### src/rtl/cond_flags_if.sv
`default_nettype none
// ============================================================================
//  Module      : cond_flags_if
//  Description : ALU-flag / stack-control bundle between the datapath and the
//                status-flag register, plus the decoded branch conditions.
//  Revision    : 1.0  initial release
// ============================================================================
interface cond_flags_if;
    logic       alu_zero;
    logic       alu_carry;
    logic       alu_neg;
    logic       alu_ovf;
    logic       flag_we;
    logic       push;
    logic       pop;
    logic       clr_sticky;
    logic [3:0] flags;
    logic       in2;
    logic       in3;
    logic       in4;
    logic       in5;
    logic       in6;
    logic       in7;
    logic       sticky_v;
    logic       stk_full;
    logic       stk_empty;
    logic       stk_err;

    modport master (
        output alu_zero, alu_carry, alu_neg, alu_ovf,
        output flag_we, push, pop, clr_sticky,
        input  flags, in2, in3, in4, in5, in6, in7,
        input  sticky_v, stk_full, stk_empty, stk_err
    );

    modport slave (
        input  alu_zero, alu_carry, alu_neg, alu_ovf,
        input  flag_we, push, pop, clr_sticky,
        output flags, in2, in3, in4, in5, in6, in7,
        output sticky_v, stk_full, stk_empty, stk_err
    );
endinterface
`default_nettype wire

### src/rtl/cond_flags.sv
`default_nettype none
// ============================================================================
//  Module      : cond_flags
//  Description : Processor status-flag register with sticky overflow and a
//                DEPTH-entry save/restore LIFO feeding the branch-condition mux.
//  Revision    : 1.0  initial release
// ============================================================================
module cond_flags #(
    parameter int DEPTH = 4,
    parameter int PTR_W = 3
) (
    input  wire logic   clk,
    input  wire logic   reset_n,
    cond_flags_if.slave bus
);
    localparam int c_slots = 1 << PTR_W;

    logic [3:0]       r_flags;
    logic             r_sticky;
    logic             r_err;
    logic [PTR_W-1:0] r_sp;
    logic [3:0]       r_stack [c_slots];

    logic [3:0]       w_alu;
    logic             w_full;
    logic             w_empty;
    logic             w_load;
    logic             w_do_pop;
    logic             w_do_push;
    logic             w_err;
    logic [PTR_W-1:0] w_sp_dec;

    assign w_alu     = {bus.alu_ovf, bus.alu_neg, bus.alu_carry, bus.alu_zero};
    assign w_full    = (r_sp == PTR_W'(DEPTH));
    assign w_empty   = (r_sp == '0);
    assign w_sp_dec  = r_sp - PTR_W'(1);

    // Any asserted pop (legal or not) blocks the ALU load; push alone does not.
    assign w_load    = bus.flag_we & ~bus.pop;
    assign w_do_pop  = bus.pop  & ~bus.push & ~w_empty;
    assign w_do_push = bus.push & ~bus.pop  & ~w_full;
    assign w_err     = (bus.push & bus.pop)
                     | (bus.pop  & ~bus.push & w_empty)
                     | (bus.push & ~bus.pop  & w_full);

    always_ff @(posedge clk or negedge reset_n) begin
        if (!reset_n) begin
            r_flags  <= 4'h0;
            r_sticky <= 1'b0;
            r_err    <= 1'b0;
            r_sp     <= '0;
        end else begin
            r_err <= w_err;
            if (w_do_pop) begin
                r_flags <= r_stack[w_sp_dec];
                r_sp    <= w_sp_dec;
            end else begin
                if (w_do_push) begin
                    r_sp <= r_sp + PTR_W'(1);
                end
                if (w_load) begin
                    r_flags <= w_alu;
                end
            end
            if (w_load && bus.alu_ovf) begin
                r_sticky <= 1'b1;
            end else if (bus.clr_sticky) begin
                r_sticky <= 1'b0;
            end
        end
    end

    // Storage needs no reset: the pointer guards every read.
    always_ff @(posedge clk) begin
        if (w_do_push) begin
            r_stack[r_sp] <= r_flags;
        end
    end

    assign bus.flags     = r_flags;
    assign bus.in2       = r_flags[0];
    assign bus.in3       = ~r_flags[0];
    assign bus.in4       = r_flags[1];
    assign bus.in5       = ~r_flags[1];
    assign bus.in6       = r_flags[2];
    assign bus.in7       = r_flags[3];
    assign bus.sticky_v  = r_sticky;
    assign bus.stk_full  = w_full;
    assign bus.stk_empty = w_empty;
    assign bus.stk_err   = r_err;
endmodule
`default_nettype wire

### src/flat_wrapper.sv
// flat-port wrapper written by rule: the top's interface ports become plain ports
module cond_flags_flat 
#(
    parameter int DEPTH = 4,
    parameter int PTR_W = 3
)
  (clk, reset_n, bus_alu_zero, bus_alu_carry, bus_alu_neg, bus_alu_ovf, bus_flag_we, bus_push, bus_pop, bus_clr_sticky, bus_flags, bus_in2, bus_in3, bus_in4, bus_in5, bus_in6, bus_in7, bus_sticky_v, bus_stk_full, bus_stk_empty, bus_stk_err);
  cond_flags_if bus_i ();
  input  wire logic clk;
  input  wire logic reset_n;
  input wire logic [$bits(bus_i.alu_zero)-1:0] bus_alu_zero;
  input wire logic [$bits(bus_i.alu_carry)-1:0] bus_alu_carry;
  input wire logic [$bits(bus_i.alu_neg)-1:0] bus_alu_neg;
  input wire logic [$bits(bus_i.alu_ovf)-1:0] bus_alu_ovf;
  input wire logic [$bits(bus_i.flag_we)-1:0] bus_flag_we;
  input wire logic [$bits(bus_i.push)-1:0] bus_push;
  input wire logic [$bits(bus_i.pop)-1:0] bus_pop;
  input wire logic [$bits(bus_i.clr_sticky)-1:0] bus_clr_sticky;
  output wire logic [$bits(bus_i.flags)-1:0] bus_flags;
  output wire logic [$bits(bus_i.in2)-1:0] bus_in2;
  output wire logic [$bits(bus_i.in3)-1:0] bus_in3;
  output wire logic [$bits(bus_i.in4)-1:0] bus_in4;
  output wire logic [$bits(bus_i.in5)-1:0] bus_in5;
  output wire logic [$bits(bus_i.in6)-1:0] bus_in6;
  output wire logic [$bits(bus_i.in7)-1:0] bus_in7;
  output wire logic [$bits(bus_i.sticky_v)-1:0] bus_sticky_v;
  output wire logic [$bits(bus_i.stk_full)-1:0] bus_stk_full;
  output wire logic [$bits(bus_i.stk_empty)-1:0] bus_stk_empty;
  output wire logic [$bits(bus_i.stk_err)-1:0] bus_stk_err;
  assign bus_i.alu_zero = bus_alu_zero;
  assign bus_i.alu_carry = bus_alu_carry;
  assign bus_i.alu_neg = bus_alu_neg;
  assign bus_i.alu_ovf = bus_alu_ovf;
  assign bus_i.flag_we = bus_flag_we;
  assign bus_i.push = bus_push;
  assign bus_i.pop = bus_pop;
  assign bus_i.clr_sticky = bus_clr_sticky;
  assign bus_flags = bus_i.flags;
  assign bus_in2 = bus_i.in2;
  assign bus_in3 = bus_i.in3;
  assign bus_in4 = bus_i.in4;
  assign bus_in5 = bus_i.in5;
  assign bus_in6 = bus_i.in6;
  assign bus_in7 = bus_i.in7;
  assign bus_sticky_v = bus_i.sticky_v;
  assign bus_stk_full = bus_i.stk_full;
  assign bus_stk_empty = bus_i.stk_empty;
  assign bus_stk_err = bus_i.stk_err;
  cond_flags #(.DEPTH(DEPTH), .PTR_W(PTR_W)) u_core (.clk(clk), .reset_n(reset_n), .bus(bus_i));
endmodule
### config.mk
export PLATFORM = sky130hd
export DESIGN_NAME = cond_flags_flat
export DESIGN_NICKNAME = d
export VERILOG_FILES = /design/src/rtl/cond_flags_if.sv /design/src/rtl/cond_flags.sv /design/src/flat_wrapper.sv
export SDC_FILE = /design/constraint.sdc
export NUM_CORES = 1
export LEC_CHECK = 0
export ABC_AREA = 1
export CAP_MARGIN = 15
export CORE_UTILIZATION = 55
export CTS_BUF_LIST = sky130_fd_sc_hd__clkbuf_4 sky130_fd_sc_hd__clkbuf_8 sky130_fd_sc_hd__clkbuf_16
export CTS_CLUSTER_SIZE = 24
export DETAILED_ROUTE_END_ITERATION = 6
export GPL_ROUTABILITY_DRIVEN = 0
export GPL_TIMING_DRIVEN = 0
export PLACE_DENSITY = 0.79
export REMOVE_ABC_BUFFERS = 1
export SLEW_MARGIN = 10
export SYNTH_ARGS = -nofsm -noshare
export SYNTH_HDL_FRONTEND = slang
export SYNTH_SLANG_ARGS = --single-unit
export TNS_END_PERCENT = 10
### constraint.sdc
create_clock -name clk -period 2.5 [get_ports clk]
set_input_delay 0.5 -clock clk [delete_from_list [all_inputs] [get_ports clk]]
set_output_delay 0.5 -clock clk [all_outputs]
set_load 0.1 [all_outputs]
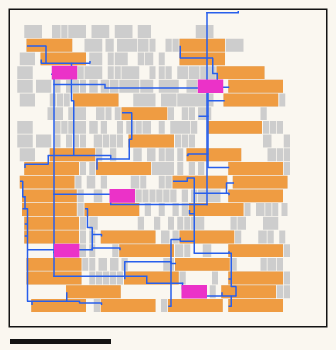
Fig. 1. Clock distribution.
The bar under the picture is 20 um long.
[flip-flops] orange | count: 41
[clock wires] blue | length: 473 um
[cells driving clock nets] magenta | count: 5
flops lie: widely spread
Clock Skews: 0.01111 ns
clock network latency to the later pin of the worst-skew pair: 0.30 ns

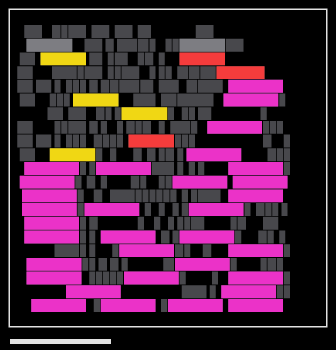
Fig. 2. Register map, names as in the netlist.
The bar under the picture is 20 um long. Other sequential cells in the stronger grey, the rest of the logic in the fainter grey.
[u_core.r_stack] magenta | placed flops: 32
[u_core.r_sp] red | placed flops: 3
[u_core.bus.flags] yellow | placed flops: 4
not coloured: 2
core occupancy in the finished layout: 67.18%
register area: 1187 um2
proportion of cell area occupied by registers: 51.35%

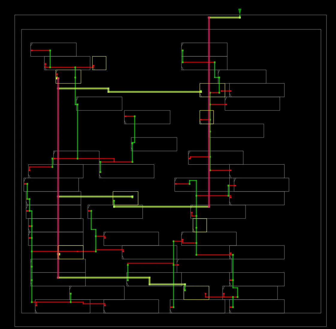
Fig. 3. Clock routing.
Layout clock buffers: 6
clock net sink count: 41

==> run notes <==
From the run reports.

- The run finished with clean final reports.
- After synthesis, the design contains 216 cells according to Yosys.
- Per the detail_route log, met2 wirelength is 1728 um.
- The number of global-route vias before repair was 1386.
- The die outline width reads 62.75 um.
- The number of nets in the finished design reads 250.
- The share of the yosys chip area belonging to registers reads 58.45%.
- The clock network area share reads 3.950%.
- The number of nets still failing antenna checks after routing is 0.
- The peak fanout along the critical path is 20.
- The maximum level of the CTS H-tree is 2.
- The maximum clock insertion buffer count is 2.
- After detailed placement, the design holds a cell count of 276.
- The worst setup margin reads 0.1414 ns.
- The standard cell with the maximum stage delay on the critical path reads dfrtp_2.
- The family with the most delay on the worst path is buffers and inverters.
- The post-synth count of flops with an enable pin is 32.
- The final total negative setup slack is 0 ns.
- The wire length after detailed routing is 3681 um.
- The count of buffers added by post-CTS timing repair for setup is 0.
- The clock-pin transition on the worst setup and hold timing paths reads 0.08 ns.
- The library cell occupying the most area in the post-synthesis netlist is edfxtp_1.
- The maximum frequency from static timing analysis reads 424.0 MHz.
- After layout the signal buffers, clock cells excluded, come to 9.199% of cell area.
- The synthesized netlist occupies a cell area of 2029 um2.
- The number of flip-flops and latches reads 41.
- The number of violations reported at the end of detailed-routing iteration 0 reads 53.
- The post-route netlist has 8.824% of its cells at a drive strength greater than 1.
- The required time of the worst setup path is 2.00 ns.
- The per-cell via count in the routed design reads 5.018.
- Per the post-run analysis, buffers plus inverters along the critical path come to 3.
- The stage logs contain a warning count of 27.
- The most area-hungry cell class in the final design is registers.
- Summed over all layers, the global routing overflow is 0.
- The remaining routing DRC violations reads 0.
- The arrival time of the worst setup path is 1.86 ns.
- The normalized max-slew margin reads 33.92%.
- The total cell area reported by yosys after synthesis is 2029 um2.
- The register containing the most flip-flops in the final layout is u_core.r_stack.
- The post-synthesis share of cell area spent on full adders, half adders and majority gates is 1.850%.
- The die area is 3937 um2.
- The sort of element at the end of the critical path is a primary output.
- After floorplanning, the core was divided into 21 placement rows.
- The fraction of area in multi-input gates is 26.03%.
- The number of warnings reported in the yosys synthesis log is 0.
- The worst slack at placement reads -0.5886 ns.
- The post-synth register bit count is 41.
- The first global-routing pass estimated 6368 um of wire.
- Per STA, the worst path is made up of inv_6 > ha_1 > inv_1 > nor2_1 > buf_4.
- The commonest register cell after synthesis reads edfxtp_1.
- 24 I/O pins were placed.
- The final hold slack reads 0.5067 ns.
- The final design area excluding fillers is 2312 um2.
- The top layer reached by signal wires is met4.
- Per the synthesis report, the number of distinct cell types is 24.
- TritonCTS built the clock tree.
- The final critical path time including I/O delays and setup is 2.359 ns.
- For this run, the script counts the antenna cells in the layout as 0.
- The count of TritonRoute iterations in the first routing pass is 5.
- The synthesized instance count reads 216.
- The number of antenna violations at the first check in global routing was 0.
- The count of cells in the finished layout, fillers not included, comes to 284.
- The worst setup path is of the flop to primary output kind.
- The maximum number of pins on one net before global-route repair is 21.
- The flip-flop count of the largest register, all copies and words added is 32.
- The share of flip-flops with an asynchronous set or reset reads 21.95%.
- For reference, the top cells by area after synthesis are edfxtp_1, nand2_1, dfrtp_1.
- The detailed-routed wire length on met3 is 299 um.
- The max capacitance violation total reads 0.
- The final max-slew violation count recorded for this run is 0.
- Setup repair after global routing left no endpoint under its margin.
- The placeable core region reads 3442 um2.
- The largest stage delay on the critical path reads 0.57 ns.
- The post-place instance area reads 2237 um2.
- By count the netlist is led by nand2_1, inv_1, edfxtp_1.
- In the global route stage, overall resource usage came out at 22.46%.
- The last timing report of the flow puts the setup violation total at 0.
- The tapcell count is 46.
- The xor and xnor fraction of the mapped netlist area is 0.8631%.
- The buffer type at the clock tree root reads clkbuf_8.
- The cell-mix breakdown from Yosys lists the simple-gate area share as 23.98%.
- The biggest combinational cell group after synthesis reads simple AND/OR/NAND/NOR gates.
- After detailed routing, the average wire length per cell comes to 12.96 um.
- The non-clock inverters instantiated in the layout total 41.
- Of the total synthesized cell area, the portion taken by AND-OR and OR-AND cells is 2.959%.
- The count of final hold-check violations reads 0.
- The type of the tightest min-delay check reads input port to asynchronous set/reset pin.
- The post-synthesis cell type with the largest instance count reads nand2_1.
- The floorplan step records an initial core utilization of 58.96%.
- The post-route clock period utilization reads 94.34%.
- The startpoint class of the critical path is a flop.
- The signed area change from the synthesized netlist to the final layout is 13.93%.
- The post-route report lists met1 wire length as 1541 um.
- The portion of netlist area occupied by mux cells is 0%.
- In the final layout, the fill cell count is 273.
- The number of buffers added on ports is 23.
- The clock buffer count from CTS reads 5.
- In the placement report, post-DP HPWL is listed as 2597 um.
- The number of ordinary and repair buffers in the finished layout is 23.
- The transition time recorded at the tightest slew-check pin is 0.9881 ns.
- The number of multi-input combinational cells in the layout is 125.
- The synthesized design devotes to its leading area cell type 47.35% of total area.
- The via total after detailed routing is 1425.
- In this run the mean area of a mapped cell was 9.396 um2.
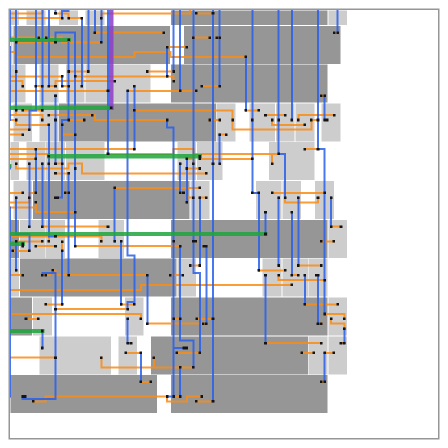
Fig. 4. Zoomed window.
Window x 32 to 62, y 1 to 31 um. Cells in grey, sequential cells in the stronger grey; small squares are vias.
[met1] orange
[met3] green
[met2] blue
[met4] purple
sequential cells in the window: 11
most frequent: nand2_1 (15), edfxtp_1 (11), inv_1 (8)
cells with their middle in the window: 48
netlist names of flops here include: u_core.r_stack (11)

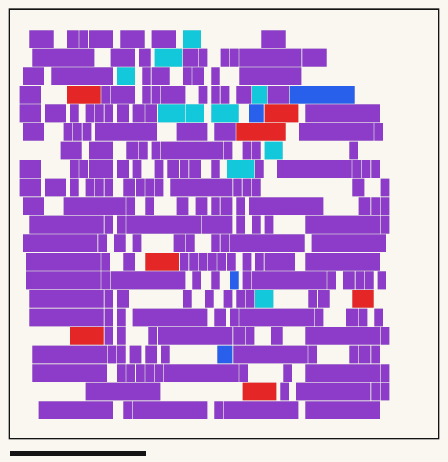
Fig. 5. Sizing map.
The bar under the picture is 20 um long.
[drive 2] blue | cells: 4 | share: 1.7%
[drive 3 to 4] cyan | cells: 10 | share: 4.2%
[drive 1 or less] purple | cells: 217 | share: 91%
[drive 6 and up] red | cells: 7 | share: 2.9%

-- path summary, 6_finish.rpt --
| path | startpoint | endpoint | slack (ns) | cells past startpoint |
|---|---|---|---|---|
| setup / recovery | u_core.r_sp[0] | bus_stk_empty | 0.14 | 5 |
| min in group clk | u_core.bus.sticky_v | u_core.bus.sticky_v | 0.53 | 2 |
| hold reg to reg | u_core.bus.sticky_v | u_core.bus.sticky_v | 0.53 | 2 |
| setup reg to reg | u_core.r_sp[0] | u_core.r_stack[2][1] | 0.30 | 7 |
| hold / removal | reset_n | u_core.bus.flags[3] | 0.51 | 1 |
| max in group asynchronous | reset_n | u_core.r_sp[0] | 1.66 | 1 |
-- cells in the final DEF (no fill, tap or decap), types with 2 or more instances in the layout --
master / instances
nand2_2: 2
nand3_1: 21
dfrtp_1: 8
ha_1: 3
inv_1: 38
nand2_1: 67
clkdlybuf4s50_1: 11
o21ai_0: 5
edfxtp_1: 32
clkbuf_4: 2
dlygate4sd2_1: 10
nand2_4: 2
o21ai_1: 2
nor2_1: 14
clkbuf_8: 5
o22ai_1: 2
nor2_4: 2
clkinvlp_4: 2
-- metal layers --
| metal | up-vias | global-route usage [%] |
|---|---|---|
| met3 | 11 | 7.482 |
| met1 | 650 | 29.02 |
| met2 | 51 | 33.70 |
| met5 | - | 0 |
| li1 | 713 | - |
| met4 | 0 | 11.34 |
-- what timing repair did --
| action | in CTS | in global routing |
|---|---|---|
| hold buffers | 0 | 0 |
| resized | 22 | 1 |
| hold endpoints to repair | 0 | 0 |
| setup endpoints to repair | 20 | 1 |
